<file path="config.mk">
export PLATFORM = sky130hd
export DESIGN_NAME = port_bus_master
export DESIGN_NICKNAME = d
export VERILOG_FILES = /design/src/rtl/port_bus_master.sv
export SDC_FILE = /design/constraint.sdc
export NUM_CORES = 1
export LEC_CHECK = 0
export ABC_AREA = 1
export CORE_MARGIN = 4
export CORE_UTILIZATION = 40
export CTS_CLUSTER_DIAMETER = 200
export DETAILED_ROUTE_END_ITERATION = 7
export GPL_ROUTABILITY_DRIVEN = 0
export GPL_TIMING_DRIVEN = 0
export PLACE_DENSITY = 0.71
export SYNTH_ARGS = -nofsm -noshare
export SYNTH_HDL_FRONTEND = slang
export SYNTH_SLANG_ARGS = --single-unit
export TNS_END_PERCENT = 30
</file>
<file path="constraint.sdc">
create_clock -name clk -period 5.6 [get_ports clk]
set_input_delay 0.84 -clock clk [delete_from_list [all_inputs] [get_ports clk]]
set_output_delay 0.84 -clock clk [all_outputs]
set_load 0.05 [all_outputs]
</file>
<file path="src/rtl/port_bus_master.sv">
// port_bus_master: queued initiator that replays read/write commands as PacoBlaze3-timed port bus cycles.
//
// Parameters
//   ADDR_W      port_id width
//   DATA_W      data width
//   FIFO_DEPTH  command queue entries (power of two, >= 2)
//
// Ports
//   clk           rising-edge clock
//   rst           synchronous, active-low reset
//   cmd_valid     command offered
//   cmd_ready     queue can accept a command (!full)
//   cmd_write     1 = OUTPUT (write), 0 = INPUT (read)
//   cmd_addr      target port id
//   cmd_data      write data, ignored for reads
//   rsp_valid     read data available, held until rsp_ready
//   rsp_ready     consumer accepts read data
//   rsp_data      read result
//   port_id       bus port address, holds between cycles
//   out_port      bus write data, holds between cycles and across reads
//   write_strobe  one-cycle write qualifier
//   read_strobe   one-cycle read qualifier
//   in_port       bus read data, sampled at the end of the strobe cycle
//   busy          queue non-empty or a bus cycle / response pending
module port_bus_master #(
   parameter int ADDR_W     = 8,
   parameter int DATA_W     = 8,
   parameter int FIFO_DEPTH = 4
) (
   input  logic              clk,
   input  logic              rst,
   input  logic              cmd_valid,
   output logic              cmd_ready,
   input  logic              cmd_write,
   input  logic [ADDR_W-1:0] cmd_addr,
   input  logic [DATA_W-1:0] cmd_data,
   output logic              rsp_valid,
   input  logic              rsp_ready,
   output logic [DATA_W-1:0] rsp_data,
   output logic [ADDR_W-1:0] port_id,
   output logic [DATA_W-1:0] out_port,
   output logic              write_strobe,
   output logic              read_strobe,
   input  logic [DATA_W-1:0] in_port,
   output logic              busy
);
   localparam int PW = $clog2(FIFO_DEPTH);
   localparam int CW = PW + 1;
   typedef enum logic [1:0] {IDLE, SETUP, STROBE, RESP} state_t;
   state_t state_q, state_d;
   logic              wr_mem   [FIFO_DEPTH];
   logic [ADDR_W-1:0] addr_mem [FIFO_DEPTH];
   logic [DATA_W-1:0] data_mem [FIFO_DEPTH];
   logic [PW-1:0]     wr_ptr_q, wr_ptr_d, rd_ptr_q, rd_ptr_d;
   logic [CW-1:0]     cnt_q, cnt_d;
   logic              full, empty, push, pop;
   logic              wr_q, wr_d;
   logic [ADDR_W-1:0] port_id_q, port_id_d;
   logic [DATA_W-1:0] out_port_q, out_port_d;
   logic [DATA_W-1:0] rsp_data_q, rsp_data_d;
   logic              rsp_valid_q, rsp_valid_d;
   assign full  = cnt_q == CW'(FIFO_DEPTH);
   assign empty = cnt_q == '0;
   // a full queue refuses a push even when a pop frees a slot at the same edge
   assign push  = cmd_valid & ~full;
   always_ff @(posedge clk)
      if (push) begin
         wr_mem[wr_ptr_q]   <= cmd_write;
         addr_mem[wr_ptr_q] <= cmd_addr;
         data_mem[wr_ptr_q] <= cmd_data;
      end
   always_comb begin
      state_d     = state_q;
      pop         = 1'b0;
      rsp_valid_d = rsp_valid_q;
      rsp_data_d  = rsp_data_q;
      case (state_q)
         IDLE: begin
            pop     = ~empty;
            state_d = empty ? IDLE : SETUP;
         end
         SETUP:  state_d = STROBE;
         STROBE:
            if (wr_q) begin
               pop     = ~empty;
               state_d = empty ? IDLE : SETUP;
            end else begin
               rsp_data_d  = in_port;
               rsp_valid_d = 1'b1;
               state_d     = RESP;
            end
         RESP:
            if (rsp_ready) begin
               rsp_valid_d = 1'b0;
               pop         = ~empty;
               state_d     = empty ? IDLE : SETUP;
            end
         default: state_d = IDLE;
      endcase
   end
   // the head is consumed at the edge entering SETUP, so the bus fields load there
   always_comb begin
      wr_ptr_d   = push ? wr_ptr_q + 1'b1 : wr_ptr_q;
      rd_ptr_d   = pop ? rd_ptr_q + 1'b1 : rd_ptr_q;
      cnt_d      = cnt_q + CW'(push) - CW'(pop);
      wr_d       = pop ? wr_mem[rd_ptr_q] : wr_q;
      port_id_d  = pop ? addr_mem[rd_ptr_q] : port_id_q;
      out_port_d = (pop & wr_mem[rd_ptr_q]) ? data_mem[rd_ptr_q] : out_port_q;
   end
   always_ff @(posedge clk)
      if (!rst) begin
         state_q     <= IDLE;
         wr_ptr_q    <= '0;
         rd_ptr_q    <= '0;
         cnt_q       <= '0;
         wr_q        <= 1'b0;
         port_id_q   <= '0;
         out_port_q  <= '0;
         rsp_data_q  <= '0;
         rsp_valid_q <= 1'b0;
      end else begin
         state_q     <= state_d;
         wr_ptr_q    <= wr_ptr_d;
         rd_ptr_q    <= rd_ptr_d;
         cnt_q       <= cnt_d;
         wr_q        <= wr_d;
         port_id_q   <= port_id_d;
         out_port_q  <= out_port_d;
         rsp_data_q  <= rsp_data_d;
         rsp_valid_q <= rsp_valid_d;
      end
   // strobes decode from registered state, so a reset edge mid-STROBE drops them at once
   assign write_strobe = (state_q == STROBE) & wr_q;
   assign read_strobe  = (state_q == STROBE) & ~wr_q;
   assign cmd_ready    = ~full;
   assign busy         = (state_q != IDLE) | ~empty;
   assign port_id      = port_id_q;
   assign out_port     = out_port_q;
   assign rsp_data     = rsp_data_q;
   assign rsp_valid    = rsp_valid_q;
endmodule

</file>
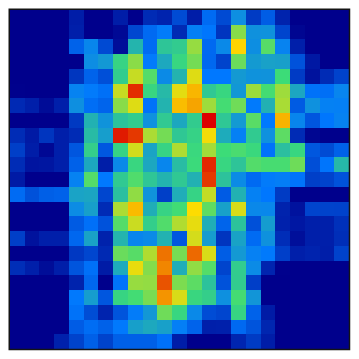
*Wire density map, run 1*
Scale: 3 px per um. The die is cut into 23 by 23 equal tiles; dark blue is low, red is high, scaled to the fullest tile. Values are wire area over tile area, all layers added.
tiles over half the peak	16%
mean over tiles	0.11
densest ninth of the die	centre
nearly empty tiles	24%
Total Routed Length: 8930 um
post-DR wirelength/cell: 13.6 um
DR vias: 2987

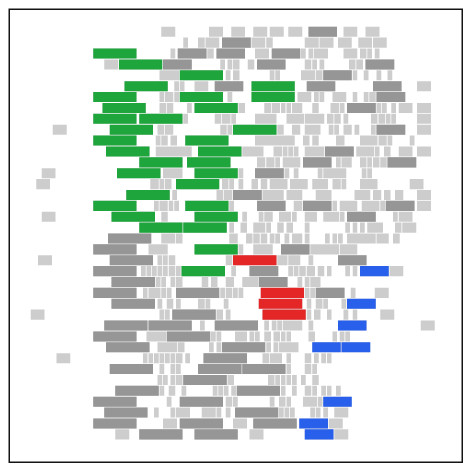
*Where the registers sit, run 1*
Scale: 4 px per um.
netlist name	colour	sequential cells
out_port	blue	8
addr_mem	green	32
wr_mem	red	4
not coloured	61

==> flow_summary.ini, run 1 <==
; yosys + openroad results
[grt]
grt_use_met1_pct = 18.1
grt_pass1_vias = 3054
gr-total-overflow = 0
grt_usage_pct = 14.9
grt-busiest-layer = met2
antenna_found_initial = 0
use_met3_pct = 2.89

[synth]
yosys_warnings = 0
synthTopCellsByCount = 72 x nor2_1, 68 x edfxtp_1, 66 x inv_1
ys_ff = 105
edf_count = 68
fp_nets = 477

[status]
status = finished clean

[pwr]
p_sw_share_pct = 41.9
combPwrFrac_pct = 45.7

[final_layout]
fin_util_pct = 50.4
final_cells = 654

[critical_path]
start_kind = register
critPathMaxStageDelay_ps = 770
crit_slowest_cell = clkdlybuf4s50_1
cp_num_buf_inv = 3
critical_path.max_fanout = 10

[clocking]
cts_resized = 0
clk_latency_ps = 380
cts_max_level = 3
cts.hold.buffers_added = 0

[detailed_routing]
firstDrtPassIters = 4
drtAntennaViolNets = 0

[hold_path]
hold_class = register to register
hold_depth = 2

[placement]
dpl-instance-area_um2 = 5230

[sta]
tightest_slew_ps = 572
rsz0062_at_grt = no

[floorplan]
rows = 38

[flow_run]
warnings = 32
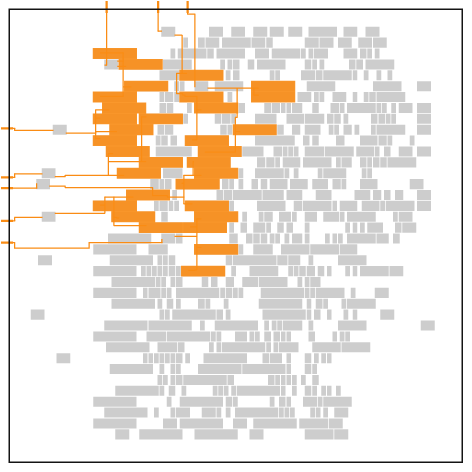
*Wires at chosen ports, followed through buffers, run 1*
Scale: 4 px per um.
port	colour	bits	direction	end cells	buffers	wire
cmd_addr	orange	8	input	32	8	415 um
IO Count: 58
PortBufs: 57

-- run 1: layout make-up --
class,count,area [um2]
tap,140,175
sequential,105,2780
clock buffer,11,163
buffer,16,106
clock inverter,5,45.0
inverter,73,282
timing repair buffer,61,643
fill,975,5360
multi-input combinational,243,1240
-- run 1: logic make-up (layout without fill, tap and decap cells) --
| family | count (synthesis) | in the layout |
|---|---|---|
| simple gates | 172 | 172 |
| flops | 105 | 105 |
| buf+inv | 89 | 166 |
| compound gates | 58 | 58 |
| fa+ha+maj | 11 | 11 |
| xor+xnor | 2 | 2 |
-- run 1: power by group through the flow --
stage	logic, mW	registers [mW]	clock network, mW
after floorplan	0.676	1.30	0
final	1.28	1.05	0.475
after CTS	1.30	1.05	0.484
after global routing	1.42	1.07	0.513
after detailed placement	1.29	1.07	0
after global placement	1.25	1.07	0
--- run 2 (diff from run 1) ---
==> constraint.sdc (replaced) <==
create_clock -name clk -period 3.05 [get_ports clk]
set_input_delay 0.4575 -clock clk [delete_from_list [all_inputs] [get_ports clk]]
set_output_delay 0.4575 -clock clk [all_outputs]
set_load 0.05 [all_outputs]
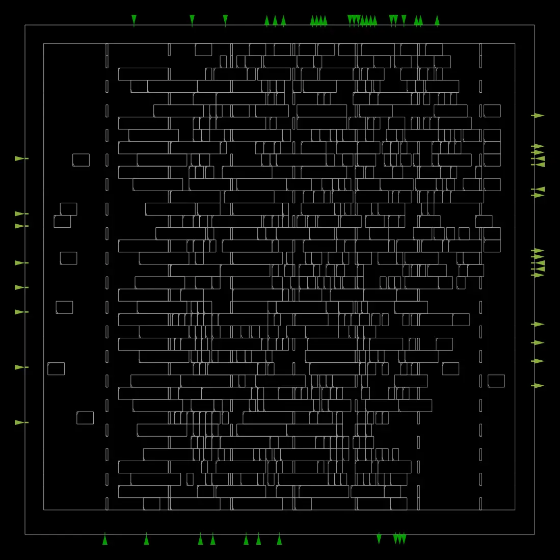
*Cell outlines without signal wires, run 2*
Cell Rows: 38
# fillers: 975
Flops: 105
Seq area share: 51.2%
core area: 10800 um2

==> flow_summary.ini, run 2 <==
; yosys + openroad results
[status]
status = finished clean

[hold_path]
hold_class = register to register
hold_depth = 2

[final_layout]
final-nonclk-buf-share_pct = 13.8
final_cells = 654
final.clkbuf_count = 11
largestClassByArea = flip-flops and latches
comb_share_pct = 22.8
signal_buffers = 77
logic_gates = 243
comb_area_um2 = 1240
inv_count = 73
clk_share_pct = 3.82

[clocking]
cts_resized = 0
clk_latency_ps = 380
cts_max_level = 3
cts.hold.buffers_added = 0

[synth]
yosys-stat-area_um2 = 4400
fp_nets = 477
ys_ff = 105
edf_count = 68

[critical_path]
critPathMaxStageDelay_ps = 770
critical_path.max_fanout = 10
crit_slowest_cell = clkdlybuf4s50_1

[flow_run]
warnings = 32

[floorplan]
taps = 140
io_pins = 58

[sta]
rsz0062_at_grt = no

[detailed_routing]
drtAntennaViolNets = 0
wl_per_cell_um = 13.6
routed_wl_um = 8930
initialDrtViolationCount = 153
firstDrtPassIters = 4

[pwr]
p_sw_share_pct = 41.9
combPwrFrac_pct = 45.7

[grt]
grt_pass1_vias = 3054
antenna_found_initial = 0
gr-total-overflow = 0

[placement]
numPortBuffers = 57
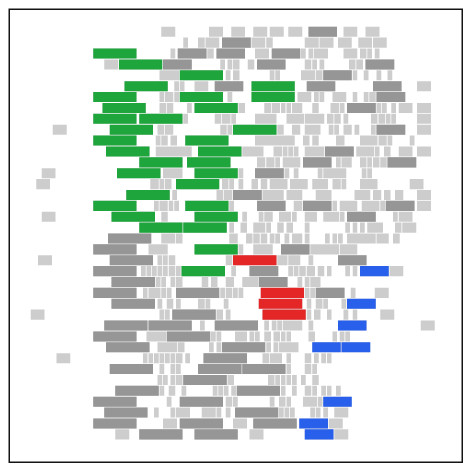
*Where the registers sit, run 2*
Scale: 4 px per um.
sequential cell power: 1.93 mW
final core area utilization: 50.4%
Sequential Area: 2780 um2

==> run 2: cell counts after synthesis <==
Identical to the previous run, type by type.
==> run 2: power by group through the flow <==
stage	clock, mW	sequential (mW)	combinational (mW)
5_1_grt	0.943	1.96	2.61
3_3_place_gp	0	1.96	2.29
4_1_cts	0.888	1.94	2.38
2_1_floorplan	0	2.38	1.24
6_report	0.872	1.93	2.36
3_5_place_dp	0	1.97	2.38
==> run 2: layer usage <==
metal  GRT usage [%]  wire, um  up-vias
met5               0         0        -
met4            6.89       204        0
met3            2.89       379       13
met2            25.4      4310       55
met1            18.1      4040     1367
li1                -         -     1552
==> run 2: critical path: cells and delay by family, from the launching register on <==
kind | cells | cell delay, ps
flops | 1 | 390
fa+ha+maj | 1 | 250
simple gates | 1 | 240
buf+inv | 3 | 1150
Power figures rest on the tool's default switching activity, not on a simulated workload.
